$ cat src/rtl/serial_arith_pkg.sv
// Shared types and constants for the bit-serial arithmetic blocks.
package serial_arith_pkg;

    typedef enum logic [1:0] {
        IDLE = 2'd0,
        RUN  = 2'd1,
        DONE = 2'd2
    } state_e;

    localparam int DEFAULT_WIDTH = 8;

endpackage

$ cat src/rtl/full_subtractor.sv
// One-bit full subtractor: d = x - y - br_in, with borrow out.
module full_subtractor (
    input  logic x,
    input  logic y,
    input  logic br_in,
    output logic d,
    output logic br_out
);

    assign d      = x ^ y ^ br_in;
    // Borrow when y exceeds x, or they are equal and a borrow ripples through.
    assign br_out = (~x & y) | (~(x ^ y) & br_in);

endmodule

$ cat src/rtl/serial_subtractor.sv
// Bit-serial a - b - bin, LSB first, one bit per clock through a single
// full-subtractor cell; results are held until the next accepted start.
module serial_subtractor
    import serial_arith_pkg::*;
#(
    parameter int WIDTH = DEFAULT_WIDTH
) (
    input  logic             clk,
    input  logic             rst_n,
    input  logic             start,
    input  logic [WIDTH-1:0] a,
    input  logic [WIDTH-1:0] b,
    input  logic             bin,
    output logic             busy,
    output logic             done,
    output logic [WIDTH-1:0] diff,
    output logic             bout,
    output logic             ovf
);

    localparam int                CNT_W = $clog2(WIDTH);
    localparam logic [CNT_W-1:0]  LAST  = CNT_W'(WIDTH - 1);

    state_e             state_q;
    logic [WIDTH-1:0]   a_q, b_q, res_q;
    logic [CNT_W-1:0]   cnt_q;
    logic               br_q;
    logic               a_msb_q, b_msb_q;
    logic               busy_q, done_q, bout_q, ovf_q;

    logic               d_bit, br_d;

    full_subtractor u_fs (
        .x      (a_q[0]),
        .y      (b_q[0]),
        .br_in  (br_q),
        .d      (d_bit),
        .br_out (br_d)
    );

    always_ff @(posedge clk or negedge rst_n) begin
        if (!rst_n) begin
            state_q <= IDLE;
            a_q     <= '0;
            b_q     <= '0;
            res_q   <= '0;
            cnt_q   <= '0;
            br_q    <= 1'b0;
            a_msb_q <= 1'b0;
            b_msb_q <= 1'b0;
            busy_q  <= 1'b0;
            done_q  <= 1'b0;
            bout_q  <= 1'b0;
            ovf_q   <= 1'b0;
        end else begin
            case (state_q)
                IDLE: begin
                    done_q <= 1'b0;
                    if (start) begin
                        a_q     <= a;
                        b_q     <= b;
                        br_q    <= bin;
                        cnt_q   <= '0;
                        a_msb_q <= a[WIDTH-1];
                        b_msb_q <= b[WIDTH-1];
                        busy_q  <= 1'b1;
                        state_q <= RUN;
                    end
                end
                RUN: begin
                    a_q   <= a_q >> 1;
                    b_q   <= b_q >> 1;
                    res_q <= {d_bit, res_q[WIDTH-1:1]};
                    br_q  <= br_d;
                    cnt_q <= cnt_q + CNT_W'(1);
                    // Last bit: d_bit is the result MSB, br_d the final borrow.
                    if (cnt_q == LAST) begin
                        state_q <= DONE;
                        busy_q  <= 1'b0;
                        done_q  <= 1'b1;
                        bout_q  <= br_d;
                        ovf_q   <= (a_msb_q != b_msb_q) && (d_bit != a_msb_q);
                    end
                end
                DONE: begin
                    done_q  <= 1'b0;
                    state_q <= IDLE;
                end
                default: state_q <= IDLE;
            endcase
        end
    end

    assign busy = busy_q;
    assign done = done_q;
    assign diff = res_q;
    assign bout = bout_q;
    assign ovf  = ovf_q;

endmodule

$ cat config.mk
export PLATFORM = sky130hd
export DESIGN_NAME = serial_subtractor
export DESIGN_NICKNAME = d
export VERILOG_FILES = /design/src/rtl/serial_arith_pkg.sv /design/src/rtl/full_subtractor.sv /design/src/rtl/serial_subtractor.sv
export SDC_FILE = /design/constraint.sdc
export NUM_CORES = 1
export LEC_CHECK = 0
export ABC_AREA = 1
export CORE_MARGIN = 5
export CORE_UTILIZATION = 40
export CTS_BUF_LIST = sky130_fd_sc_hd__clkbuf_16
export DETAILED_ROUTE_END_ITERATION = 10
export PLACE_DENSITY = 0.69
export SYNTH_ARGS = -nofsm -noshare
export SYNTH_HDL_FRONTEND = slang
export SYNTH_SLANG_ARGS = --single-unit
$ cat constraint.sdc
create_clock -name clk -period 3.35 [get_ports clk]
set_clock_uncertainty 0.1 [all_clocks]
set_input_delay 0.67 -clock clk [delete_from_list [all_inputs] [get_ports clk]]
set_output_delay 0.67 -clock clk [all_outputs]
set_load 0.03 [all_outputs]
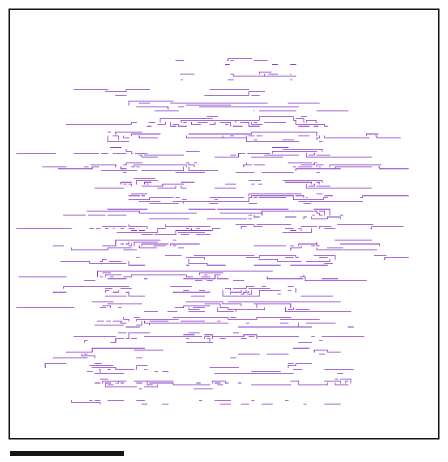
Figure 1: met1 routing.
The bar under the picture is 20 um long.
longest straight run: 30.8 um
wire length on this layer: 1770 um
share of all routed wire: 49%
nets with wire on the layer: 246
main direction: horizontal

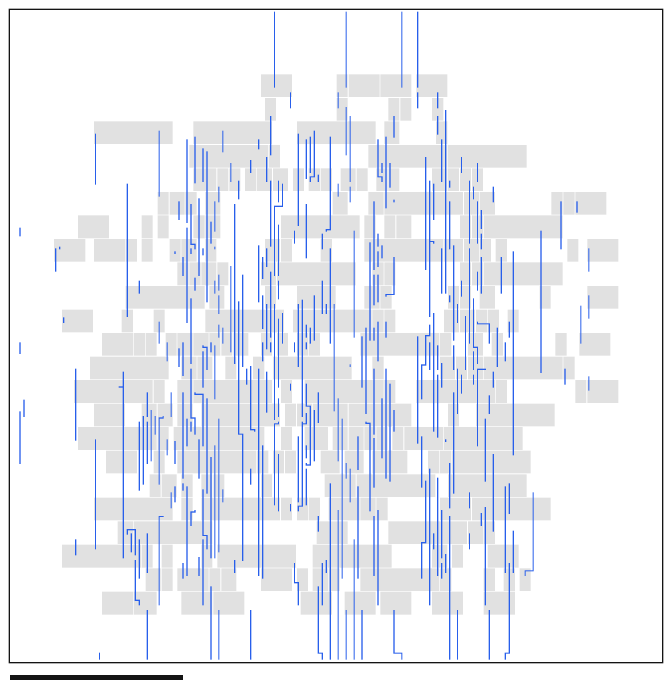
Figure 2: M2 wires.
The bar under the picture is 20 um long. Cells faint in the background.
nets with wire on the layer: 194
share of all routed wire: 45%
vias: 1379
met2 GRT Util: 23.0%
total wire length: 3630 um

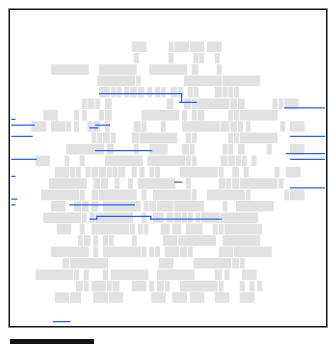
Figure 3: signal wires on met3.
The bar under the picture is 20 um long. Cells faint in the background.
main direction: horizontal
nets with wire on the layer: 16
longest straight run: 19.5 um
share of all routed wire: 4.4%

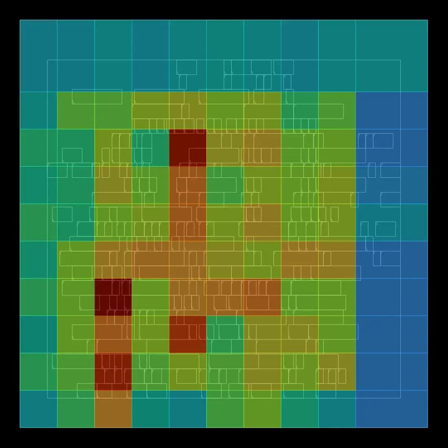
Figure 4: routing congestion.
GR Util met1: 18.7%
met3 GRT Util: 4.35%
drt wl/cell: 12.2 um
gr busiest metal: met2

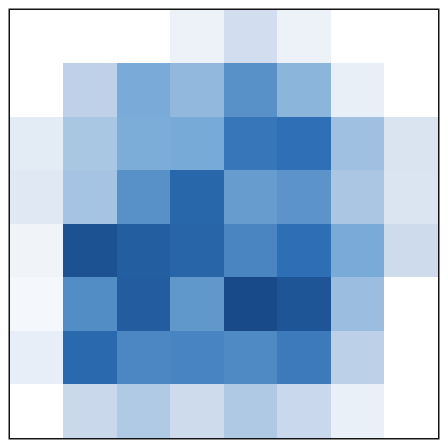
Figure 5: cell density map.
The die is cut into 8 by 8 equal tiles; white is low, dark blue is high, 0 to 100% covered.
mean over tiles: 37%
fullest tile: 89%
nearly empty tiles: 17%
Starting Density: 41.9%
final core utilization: 53.4%
core area: 4090 um^2

==> reports/metrics.cfg <==
[logic_synthesis]
edf_count=0
top_area_share_pct=52.7
topCombFamilyByArea=simple AND/OR/NAND/NOR gates
top_cell=nand2_1
yosysUniqueCellTypes=18
yosys.stat.seqShare_pct=52.7
xor_share_pct=0
mux_area_share_pct=0
ys_chip_area_um2=1710
ys_top_cells_by_count=71 x nand2_1, 40 x inv_1, 36 x dfrtp_1, 32 x nand3_1, 12 x o21ai_0
synthSimpleGateAreaFrac_pct=27.9
ys_sh_adder_pct=2.63
syn_nets=237
top_cells_by_area=dfrtp_1 53%, nand2_1 16%, nand3_1 9.4%, inv_1 8.8%, o21ai_0 3.5%
yosys.area.top_type=dfrtp_1
avgSynthCellArea_um2=7.99
async_flop_share_pct=100
syn_inst=214
ys_cells=214
flop_cell=dfrtp_1
aoi_share_pct=4.10
yosysWarnings=0
syn_area_um2=1710

[critical_path]
cp_cell_sequence=clkdlybuf4s50_1
r2r-end=a_q[2]
crit_buf_inv=1
crit_end=diff[3]
critical_path_arrival_ns=1.33
cp.depth=1
critPathCaptureType=output pin
worst-path-max-fanout=3
cpPeakStageDelay_ns=0.68
crit_type=reg -> out
cp_data_required_time_ns=2.58
crit_slowest_cell=clkdlybuf4s50_1
ff2ff_setup_slack_ns=1.46
ff2ff_path_depth=5
cp-start-kind=register
cp_top_family=buffers and inverters
cp-startpoint=diff[3]
r2r_start=state_q[0]

[grt]
grt_overflow_total=0
grt_max_degree=37
grt_pass1_wl_um=6270
grt_pass1_vias=1409
grt_usage_pct=14.6
antenna_found_initial=0

[cells_and_area]
lay_top_count=nand2_1
drive_above_1_share_pct=5.26
finalNonFillerCells=297
diodes=0
fin_area_um2=2180
final_cell_mix=71 x nand2_1, 41 x inv_1, 36 x dfrtp_1
area_growth_pct=27.5
finalNetCount=269

[detailed_routing]
first_pass_iters=4
drt-initial-drc-count=106
drc=0
wl_met3_um=158
routed_via_density=4.64
met2_length_um=1650
topRoutingLayerUsed=met4
wl_met1_um=1770
ant_nets=0

[placement]
place_hpwl_um=2390
gp_congestion=0.733
place_area_um2=2040
dp.cells=289
portBuffers=31
dp_worst_setup_slack_ns=1.39

[floorplanning]
die_w_um=75.4
io-pin-count=32
fp.dieH_um=75.4
dieArea_um2=5680

[cts]
clock_sinks=36
clk_pin_slew_ns=0.05
cts_setup_buffers=0
htreeDepth=2
cts_tree=built
hold_buffers=0
insertion_delay_ns=0.28
cts_resized=0
cts_root_buffer=clkbuf_16
cts_inserted_buffers=5
cts_buffer_depth=2

[sta]
fmax_mhz=475
period_used_pct=62.8
whs_ns=0.375
hold_viol=0
finalSetupTns_ns=0
setup_ws_ns=1.25
slew_headroom_pct=55.1
finalSetupViolations=0
period_needed_ns=2.10
worstMarginPinSlew_ns=0.674
drv_slew=0
rsz0062_at_grt=no

[min_path]
min_path_type=reg -> reg
min_to=busy
hp-start=busy
worstHoldPathCells=2

[outcome]
status=complete, no violations

[flow_run]
warnings=26
max-cap-violations=0

[pwr]
vdd_drop_max_uv=476
p_per_area_nw_per_um2=993
leakagePower_uw=0.00116
finalPower_uw=2160

-- where the power goes --
| group | internal (uW) | leakage, uW | total, uW | switching [uW] |
|---|---|---|---|---|
| Sequential | 642 | 0.000441 | 785 | 143 |
| Combinational | 369 | 0.000651 | 942 | 573 |
| Clock | 270 | 0.0000687 | 437 | 168 |
| Total | 1280 | 0.00116 | 2160 | 884 |
-- registers in the layout (all words and copies together), names as in the netlist --
name	count
b_q	8
busy	1
state_q	2
bout	1
br_q	1
done	1
cnt_q	3
b_msb_q	1
diff	8
ovf	1
a_q	8
a_msb_q	1
-- final cells by class --
type	count	area [um^2]
flip-flops and latches	36	901
repair buffers	33	325
inverters	42	160
well taps	50	62.6
clock inverters	3	15.0
fillers	381	1910
clock buffers	5	125
multi-input cells	128	592
Power and IR drop assume default switching activity.
